**src/rtl/sub_div_comp_4_bit_seq_pkg.sv**
```systemverilog
// Shared types and constants for the sequential subtract/divide decomposer.
package sub_div_comp_4_bit_seq_pkg;

  localparam int unsigned DEF_W = 4;

  localparam logic OP_SUB = 1'b0;
  localparam logic OP_DIV = 1'b1;

  typedef enum logic [1:0] {
    IDLE = 2'd0,
    CALC = 2'd1,
    DONE = 2'd2
  } state_t;

endpackage

```
**src/rtl/sub_div_comp_4_bit_seq_div_step.sv**
```systemverilog
// One restoring-division step: shift in the next dividend bit, subtract divisor if it fits.
module div_step
  import sub_div_comp_4_bit_seq_pkg::*;
#(
  parameter int unsigned W = DEF_W
) (
  input  logic [W:0]   rem_i,
  input  logic         bit_i,
  input  logic [W-1:0] divisor_i,
  output logic [W:0]   rem_o,
  output logic         q_o
);

  logic [W+1:0] shifted;

  always_comb begin
    shifted = {rem_i, bit_i};
    q_o     = (shifted >= (W+2)'(divisor_i));
    rem_o   = q_o ? (shifted[W:0] - (W+1)'(divisor_i)) : shifted[W:0];
  end

endmodule

```
**src/rtl/sub_div_comp_4_bit_seq.sv**
```systemverilog
// Recovers operand a from an adder/multiplier result: a = result - b, or a = result / b
// using a 2*W-cycle restoring divider.
module sub_div_comp_4_bit_seq
  import sub_div_comp_4_bit_seq_pkg::*;
#(
  parameter int unsigned W = DEF_W
) (
  input  logic           clk,
  input  logic           rst_n,
  input  logic           start,
  input  logic           op,
  input  logic [2*W-1:0] result_in,
  input  logic [W-1:0]   b_in,
  output logic           busy,
  output logic           done,
  output logic [W-1:0]   a_out,
  output logic [W-1:0]   rem_out,
  output logic           ovf,
  output logic           dbz
);

  localparam int unsigned RW    = 2 * W;
  localparam int unsigned CNT_W = $clog2(RW);

  state_t           state_q, state_d;
  logic [CNT_W-1:0] cnt_q, cnt_d;
  logic             op_q, op_d;
  logic [RW-1:0]    dvd_q, dvd_d;
  logic [W-1:0]     dvs_q, dvs_d;
  logic [W:0]       prem_q, prem_d;
  logic [W-1:0]     a_q, a_d;
  logic [W-1:0]     rem_q, rem_d;
  logic             ovf_q, ovf_d;
  logic             dbz_q, dbz_d;
  logic             busy_q, busy_d;
  logic             done_q, done_d;

  logic [W:0]       step_rem;
  logic             step_q;
  logic [RW:0]      diff;
  logic [RW-1:0]    quot_next;

  div_step #(.W(W)) u_div_step (
    .rem_i     (prem_q),
    .bit_i     (dvd_q[RW-1]),
    .divisor_i (dvs_q),
    .rem_o     (step_rem),
    .q_o       (step_q)
  );

  always_ff @(posedge clk or negedge rst_n) begin
    if (!rst_n) begin
      state_q <= IDLE;
      cnt_q   <= '0;
      op_q    <= 1'b0;
      dvd_q   <= '0;
      dvs_q   <= '0;
      prem_q  <= '0;
      a_q     <= '0;
      rem_q   <= '0;
      ovf_q   <= 1'b0;
      dbz_q   <= 1'b0;
      busy_q  <= 1'b0;
      done_q  <= 1'b0;
    end else begin
      state_q <= state_d;
      cnt_q   <= cnt_d;
      op_q    <= op_d;
      dvd_q   <= dvd_d;
      dvs_q   <= dvs_d;
      prem_q  <= prem_d;
      a_q     <= a_d;
      rem_q   <= rem_d;
      ovf_q   <= ovf_d;
      dbz_q   <= dbz_d;
      busy_q  <= busy_d;
      done_q  <= done_d;
    end
  end

  always_comb begin
    state_d = state_q;
    cnt_d   = cnt_q;
    op_d    = op_q;
    dvd_d   = dvd_q;
    dvs_d   = dvs_q;
    prem_d  = prem_q;
    a_d     = a_q;
    rem_d   = rem_q;
    ovf_d   = ovf_q;
    dbz_d   = dbz_q;

    diff      = {1'b0, result_in} - (RW+1)'(b_in);
    // The dividend register doubles as the quotient shift register.
    quot_next = {dvd_q[RW-2:0], step_q};

    case (state_q)
      IDLE: begin
        if (start) begin
          op_d   = op;
          dvd_d  = result_in;
          dvs_d  = b_in;
          prem_d = '0;
          cnt_d  = '0;
          a_d    = '0;
          rem_d  = '0;
          ovf_d  = 1'b0;
          dbz_d  = 1'b0;
          if (op == OP_SUB) begin
            state_d = DONE;
            a_d     = diff[W-1:0];
            ovf_d   = diff[RW] | (|diff[RW-1:W]);
          end else if (b_in == '0) begin
            state_d = DONE;
            a_d     = '1;
            dbz_d   = 1'b1;
          end else begin
            state_d = CALC;
          end
        end
      end
      CALC: begin
        dvd_d  = quot_next;
        prem_d = step_rem;
        cnt_d  = cnt_q + CNT_W'(1);
        if (cnt_q == CNT_W'(RW - 1)) begin
          state_d = DONE;
          a_d     = quot_next[W-1:0];
          rem_d   = (op_q == OP_DIV) ? step_rem[W-1:0] : '0;
          ovf_d   = |quot_next[RW-1:W];
        end
      end
      DONE:    state_d = IDLE;
      default: state_d = IDLE;
    endcase

    busy_d = (state_d != IDLE);
    done_d = (state_d == DONE);
  end

  assign busy    = busy_q;
  assign done    = done_q;
  assign a_out   = a_q;
  assign rem_out = rem_q;
  assign ovf     = ovf_q;
  assign dbz     = dbz_q;

endmodule
```
**config.mk**
```make
export PLATFORM = sky130hd
export DESIGN_NAME = sub_div_comp_4_bit_seq
export DESIGN_NICKNAME = d
export VERILOG_FILES = /design/src/rtl/sub_div_comp_4_bit_seq_pkg.sv /design/src/rtl/sub_div_comp_4_bit_seq_div_step.sv /design/src/rtl/sub_div_comp_4_bit_seq.sv
export SDC_FILE = /design/constraint.sdc
export NUM_CORES = 1
export LEC_CHECK = 0
export CORE_AREA = 5 5 72 74
export CTS_CLUSTER_SIZE = 10
export DETAILED_ROUTE_END_ITERATION = 6
export DIE_AREA = 0 0 77 79
export PLACE_DENSITY = 0.69
export SLEW_MARGIN = 10
export SYNTH_ARGS = -nofsm -noshare
export SYNTH_HDL_FRONTEND = slang
export SYNTH_SLANG_ARGS = --single-unit
export TNS_END_PERCENT = 50
```
**constraint.sdc**
```tcl
create_clock -name clk -period 5.5 [get_ports clk]
set_input_delay 1.1 -clock clk [delete_from_list [all_inputs] [get_ports clk]]
set_output_delay 1.1 -clock clk [all_outputs]
set_load 0.02 [all_outputs]
```
==> Slide: Implementation Results, run 1 <==
Synthesis and Place & Route Summary

Logic synthesis
  – Register area share after synthesis: approximately 46%
  – XOR-XNOR Cells, Area Fraction: 1.38%
  – Post-Syn Area per Cell: 9.56 um^2
  – Post-synth EDFFs: 0
  – Multiplexer share: 2.10%
  – Top non-seq family: AND-OR/OR-AND gates
  – Area contributors post-synth: dfrtp_1 (46%), nand2_1 (6.9%), ha_1 (6.6%)

Final layout
  – Clkbuf count: 8
  – Largest register by flop count: dvd_q

Global route
  – Overflow after GRT: 0
  – GRT Overall Usage: 14.1%
  – Initial antenna violation count: 0
  – Met2 Usage GRT: 22.5%

Critical path
  – Reg2Reg Capture Point: prem_q[1]$_DFFE_PN0P_
  – Worst path required time: 5.65 ns
  – Worst-path maximum fanout: 4
  – CP Capture Point: ovf$_DFFE_PN0P_

Power and ir drop
  – Overall Power: between 1 and 1.5 mW
  – Power Dens Cells: 557 nW/um^2
  – Psw: ~0.53 mW

Route
  – Vias: 1486
  – Met2 WL: roughly 1.9 mm
  – 1st-pass router iterations: 4
  – Drt drc: 0
  – Final ANT Viol Nets: 0

Hold path
  – WHS Path Cells: 2

STA
  – Final tally of max-slew violations: 0
  – Min cycle time layout: 2.82 ns
  – Final Hold Fails: 0

Status
  – Outcome: completed

Clock tree
  – CTS sink cnt: 35
  – H-tree Lvls: 2

Run
  – Max Cap Viol: 0

Die
  – # Taps: 54
  – Die Size: 6080 um^2
## run 1: power groups by stage
stage / Combinational, mW / Clock, mW / Sequential [mW]
after CTS: 0.648 / 0.211 / 0.433
after floorplan: 0.469 / 0 / 0.453
after detailed placement: 0.649 / 0 / 0.436
after global placement: 0.629 / 0 / 0.436
after global routing: 0.728 / 0.219 / 0.447
final: 0.643 / 0.206 / 0.433
## run 1: cells by family (layout without fill, tap and decap cells)
group,Yosys count,in the layout
mux,4,4
flops,35,35
xor+xnor,3,3
buf+inv,23,51
fa+ha+maj,12,12
simple gates,64,64
compound gates,58,58
## run 1: critical path, stage by stage
cell and delay, ns:
clkdlybuf4s50_1 0.52, inv_1 0.06, ha_1 0.33, a21oi_1 0.15, nand2_1 0.11, a2111oi_1 0.41, o311a_1 0.24, o41ai_2 0.06
run_1/gates.png
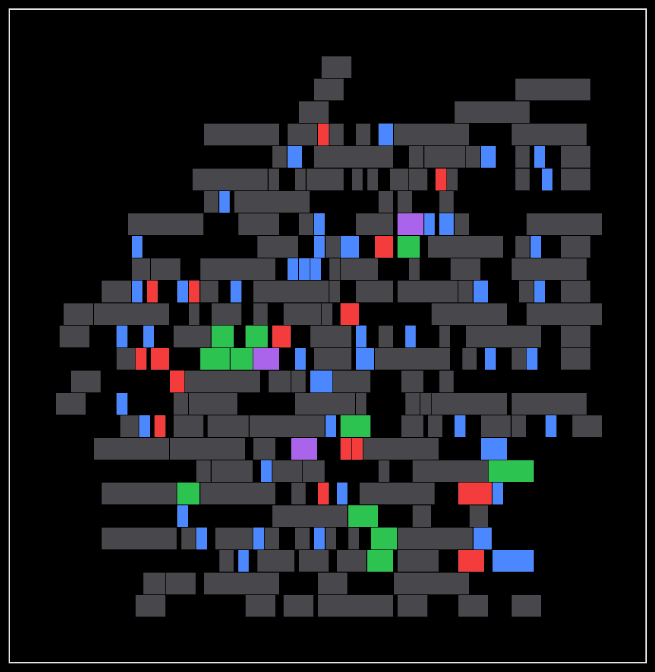
colour	family	cells	most used
red	nor cells	16	nor2_1
purple	xor and xnor cells	3	xnor2_1
blue	nand cells	46	nand2_1
green	non-inverting ao/oa cells	11	o21a_1
Comb/total area: 40.2%
Post-Layout Cell Count: 281

run_1/clock_wires.png
Bar = 20 um.
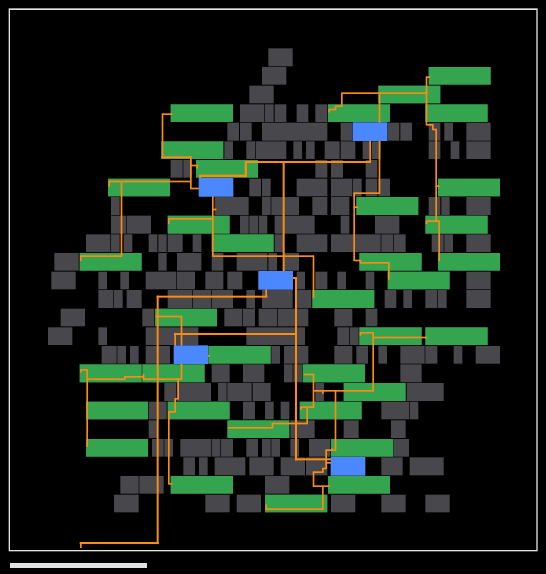
[green] flip-flops | count: 35
[blue] clock-net drivers | count: 5
[orange] clock wires | length: 500 um
flops lie	all over the die
routed clock nets	6
Clock Skew: 0.00766 ns
clk_lat worst skew: 0.29 ns
Clk. pwr: 0.206 mW
clock share of power: 16.1%

run_1/class_map.png
Bar = 20 um.
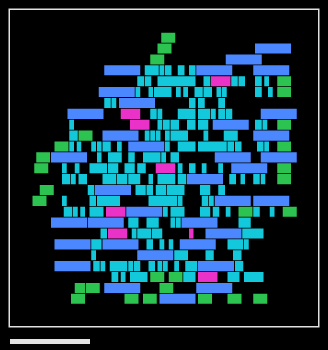
colour	class	cells
green	remaining buffers and delay cells	28
blue	registers	35
cyan	remaining logic cells	156
magenta	clock drivers and dummy loads	8
FP Rows: 25
Core Region: 4540 um^2
final core occ: 50.8%
Finished Cell Area: 2300 um^2
sequential share of cell area: 38.0%

run_1/congestion_map.png
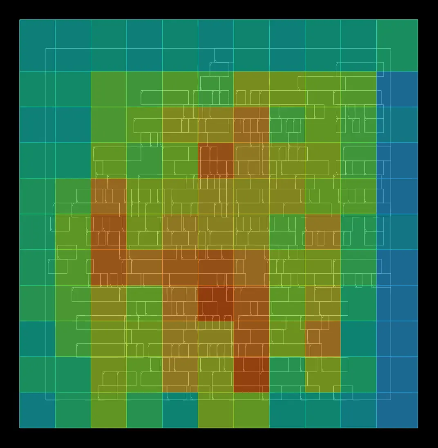

==> run 2: changes to the inputs <==
==> constraint.sdc (replaced) <==
create_clock -name clk -period 2.85 [get_ports clk]
set_input_delay 0.57 -clock clk [delete_from_list [all_inputs] [get_ports clk]]
set_output_delay 0.57 -clock clk [all_outputs]
set_load 0.02 [all_outputs]
run_2/congestion_map.png
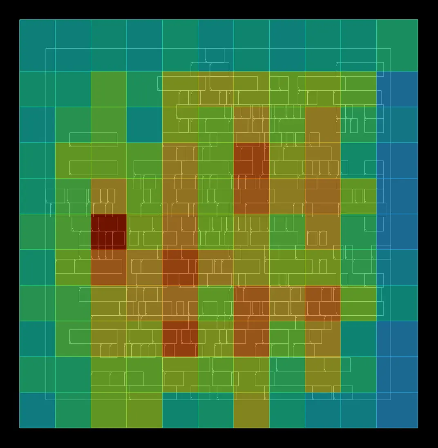
post-DR wirelength/cell: 14.0 um
GR Layer Usage met1: 19.0%

==> Slide: Implementation Results, run 2 <==
Synthesis and Place & Route Summary

Power and ir drop
  – Combinational power: 1.26 mW
  – Overall Power: 2.43 mW
  – Psw: 1.02 mW
  – Power Dens Cells: 1060 nW/um^2
  – Top power group: combinational cells
  – Seq pwr: 0.835 mW
  – Comb power frac: 51.6%

Clock tree
  – Clock root cell: clkbuf_8
  – Clk_lat worst skew: ~0.29 ns
  – CTS sink cnt: 35
  – H-tree Lvls: 2

Die
  – Die width: between 70 and 80 um
  – FP Rows: 25
  – Core Region: between 4000 and 5000 um^2
  – Die Size: slightly above 6000 um^2

STA
  – Crit share post-route: 81.3%
  – Tightest Pin Transition: 0.642 ns
  – Final tally of max-slew violations: 0
  – Min cycle time layout: ~2.3 ns
  – Slew headroom: 57.2%
  – Final Hold Fails: 0

Route
  – Drt via density: 5.24
  – Total routed wirelength: 3.97 mm
  – Vias: 1484
  – Met2 WL: about 1.9 mm
  – WL met1: 1.86 mm
  – Met3 routed WL: 171 um
  – Drt drc: 0
  – 1st-pass router iterations: 4
  – Final ANT Viol Nets: 0

Place
  – DPL Wire Length: 3.01 mm

Hold path
  – WHS Path Cells: 2
  – Hold Crit Endpoint: rem_out[3]$_DFFE_PN0P_
  – Hold crit path type: reg -> reg

Critical path
  – Crit-path cells: clkdlybuf4s50_1 -> inv_1 -> ha_1 -> a21oi_1 -> nand2_1 -> a2111oi_1 -> o311a_1 -> o41ai_2
  – Critical path's slowest cell: clkdlybuf4s50_1
  – WP depth: 8
  – Worst path required time: roughly 3.0 ns
  – Reg2Reg Capture Point: prem_q[0]$_DFFE_PN0P_
  – Worst-path maximum fanout: 4
  – CP Capture Point: ovf$_DFFE_PN0P_
  – Worst reg2reg startpoint: dvd_q[7]$_DFFE_PN0P_
  – R2R cell count: 8
  – Sum of buffers and inverters on the critical path: 2
  – Kind of cell adding the most delay to the critical path: AND-OR/OR-AND gates
  – Slowest cell delay on critical path: 0.52 ns

Final layout
  – Final core occ: 50.7%
  – Share of cells above drive strength 1: 6.55%
  – N_diodes: 0
  – Area growth syn-to-layout: 20.8%
  – Finished Cell Area: 2300 um^2
  – Max reg flops: 8
  – Post-Layout Cell Count: 283
  – Largest register by flop count: dvd_q
  – Most frequent cells in the layout: nand2_1 (35), dfrtp_1 (35), clkdlybuf4s50_1 (27)

Logic synthesis
  – Adder Share, Synth: 8.68%
  – XOR-XNOR Cells, Area Fraction: 1.38%
  – Multiplexer share: 2.10%
  – Post-Syn Area per Cell: 9.56 um^2
  – Top non-seq family: AND-OR/OR-AND gates
  – Register area share after synthesis: 46.0%
  – Area contributors post-synth: dfrtp_1 (46%), nand2_1 (6.9%), ha_1 (6.6%)
  – Post-synth EDFFs: 0
  – Synth area leader: dfrtp_1
  – Synth cell types: 41

Global route
  – GRT Overall Usage: between 10% and 20%
  – Overflow after GRT: 0
  – Initial antenna violation count: 0
  – Pin count of the biggest net entering global routing: 36
  – Met2 Usage GRT: 22.4%

Status
  – Outcome: completed

Run
  – Max Cap Viol: 0
  – Count of tool warnings: 26
run_2/clock_wires.png
Bar = 20 um.
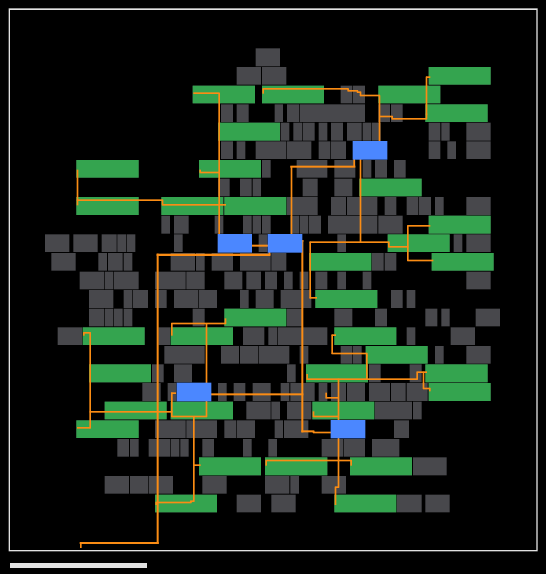
[green] flip-flops | count: 35
[blue] clock-net drivers | count: 5
[orange] clock wires | length: 470 um
routed clock nets	6
flops lie	all over the die
Clk. pwr: 0.343 mW
Clock Skew: 0.00781 ns
clock share of power: 14.1%

[run 2: netlist changes by cell type in the layout (fill, tap and decap cells not counted)]
cell and change:
buf_4 +2, clkbuf_8 -2, clkbuf_1 +1, clkinv_2 +1
[run 2: area by class of cell]
class | instances | area (um^2) | share of cell area, %
clock buffers | 7 | 76.3 | 3.32
clock inverters | 1 | 5.00 | 0.218
inverters | 15 | 56.3 | 2.45
multi-input cells | 141 | 926 | 40.3
flip-flops and latches | 35 | 876 | 38.1
well taps | 54 | 67.6 | 2.94
repair buffers | 30 | 293 | 12.7
[run 2: tightest hold or removal path: stages (launching register included)]
cell and delay, ns:
dfrtp_1 0.34, nand2_1 0.05, o21ai_1 0.06
run_2/ff_map.png
Bar = 20 um. Other sequential cells in the stronger grey, the rest of the logic in the fainter grey.
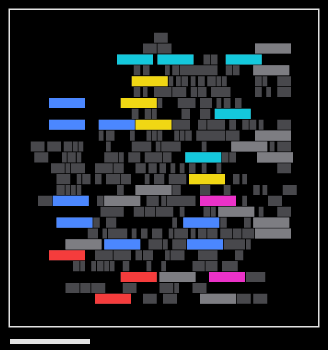

==> run 3: changes to the inputs <==
--- a/config.mk
+++ b/config.mk
@@ -9,7 +9,7 @@
 export CTS_CLUSTER_SIZE = 10
 export DETAILED_ROUTE_END_ITERATION = 6
 export DIE_AREA = 0 0 77 79
-export PLACE_DENSITY = 0.69
+export PLACE_DENSITY = 0.71
 export SLEW_MARGIN = 10
 export SYNTH_ARGS = -nofsm -noshare
 export SYNTH_HDL_FRONTEND = slang
==> constraint.sdc (replaced) <==
create_clock -name clk -period 1.9 [get_ports clk]
set_input_delay 0.38 -clock clk [delete_from_list [all_inputs] [get_ports clk]]
set_output_delay 0.38 -clock clk [all_outputs]
set_load 0.02 [all_outputs]
run_3/ff_map.png
Bar = 20 um. Other sequential cells in the stronger grey, the rest of the logic in the fainter grey.
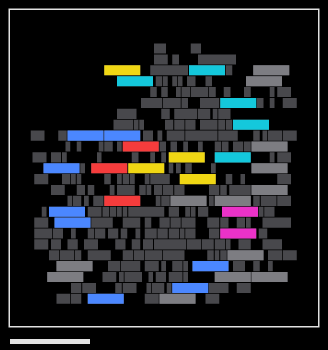
colour	netlist name	flops
cyan	prem_q	5
yellow	dvs_q	4
magenta	state_q	2
red	cnt_q	3
blue	dvd_q	8
FF/Latch Area: 876 um^2
final core occ: 56.4%
seq pwr: 1.26 mW
sequential share of cell area: 34.2%

run_3/clock_wires.png
Bar = 20 um.
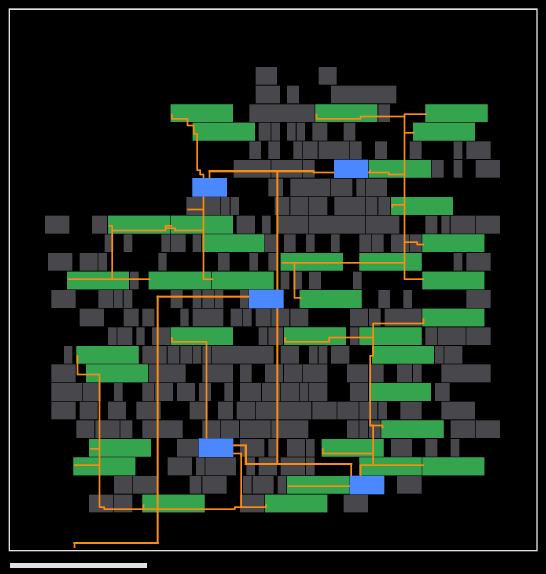
[green] flip-flops | count: 35
[orange] clock wires | length: 480 um
[blue] clock-net drivers | count: 5
routed clock nets	6
Clk. pwr: 0.546 mW
clock share of power: 13.2%
Clock Skew: 0.00625 ns

==> Slide: Implementation Results, run 3 <==
Synthesis and Place & Route Summary

Critical path
  – Reg2Reg Capture Point: prem_q[3]$_DFFE_PN0P_
  – Sum of buffers and inverters on the critical path: 2
  – Critical path's slowest cell: dfrtp_1
  – WP depth: 8
  – Crit-path cells: inv_1 -> ha_2 -> inv_2 -> fa_2 -> a21oi_4 -> o2111ai_4 -> a31oi_2 -> o21ai_1
  – Worst reg2reg startpoint: dvd_q[7]$_DFFE_PN0P_
  – Kind of cell adding the most delay to the critical path: AND-OR/OR-AND gates
  – Worst path required time: roughly 2.1 ns
  – Worst-path maximum fanout: 5

Route
  – Met3 routed WL: 206 um
  – Total routed wirelength: roughly 4.5 mm
  – Final ANT Viol Nets: 0
  – 1st-pass router iterations: 4
  – Drt drc: 0
  – Met2 WL: 2.20 mm
  – Vias: 1625
  – Post-DR wirelength/cell: ~15 um

Status
  – Violated checks: setup timing
  – Outcome: complete, but fails checks

Logic synthesis
  – Area contributors post-synth: dfrtp_1 (46%), nand2_1 (6.9%), ha_1 (6.6%)
  – Synth area leader: dfrtp_1
  – Multiplexer share: 2.10%
  – XOR-XNOR Cells, Area Fraction: 1.38%
  – Top non-seq family: AND-OR/OR-AND gates
  – Post-synth EDFFs: 0
  – Register area share after synthesis: a little under half
  – Synth cell types: 41

Power and ir drop
  – Psw: 1.74 mW
  – Overall Power: 4.14 mW
  – Top power group: combinational cells
  – Power Dens Cells: between 1500 and 2000 nW/um^2

Die
  – Die Size: 6080 um^2
  – Die width: 77 um
  – Core Region: 4540 um^2
  – FP Rows: 25

Clock tree
  – Postcts setup bufs: 0
  – Maximum buffer depth of the clock tree: 2
  – CTS sink cnt: 35
  – H-tree Lvls: 2
  – Clock root cell: clkbuf_8

Global route
  – Overflow after GRT: 0
  – Initial antenna violation count: 0
  – Pin count of the biggest net entering global routing: 36
  – GRT Overall Usage: between 10% and 20%

Final layout
  – Most frequent cells in the layout: nand2_1 (35), dfrtp_1 (35), clkdlybuf4s50_1 (24)
  – Share of cells above drive strength 1: about a fifth
  – Finished Cell Area: 2560 um^2
  – N_diodes: 0
  – Combinational gate area: 1010 um^2
  – Largest register by flop count: dvd_q

STA
  – Tightest Pin Transition: 0.448 ns
  – Final Hold Fails: 0
  – Min cycle time layout: 1.92 ns
  – Slew headroom: 70.1%
  – Setup WS post-layout: -0.0177 ns
  – # setup viols final: 5

Hold path
  – Hold crit path type: reg -> reg
  – Hold Crit Endpoint: rem_out[3]$_DFFE_PN0P_

Run
  – Max Cap Viol: 0
  – Count of tool warnings: 28

Place
  – DPL Wire Length: between 3 and 4 mm
## run 3: cell type report
type	instances	area share (%)
inverters	15	2.20
clock buffers	6	3.23
repair buffers	51	18.1
multi-input cells	142	39.4
clock inverters	1	0.196
flip-flops and latches	35	34.2
well taps	54	2.64
## run 3: tightest hold or removal path, stage by stage (launching register included)
cell	delay (ns)
dfrtp_1	0.34
nand2_1	0.05
o21ai_1	0.06
## run 3: metal layers
layer  vias to the layer above  GRT usage, %
li1                        797             -
met1                       782          20.5
met2                        39          25.7
met3                         7          3.51
met4                         0          6.19
met5                         -             0
Power figures rest on the tool's default switching activity, not on a simulated workload.
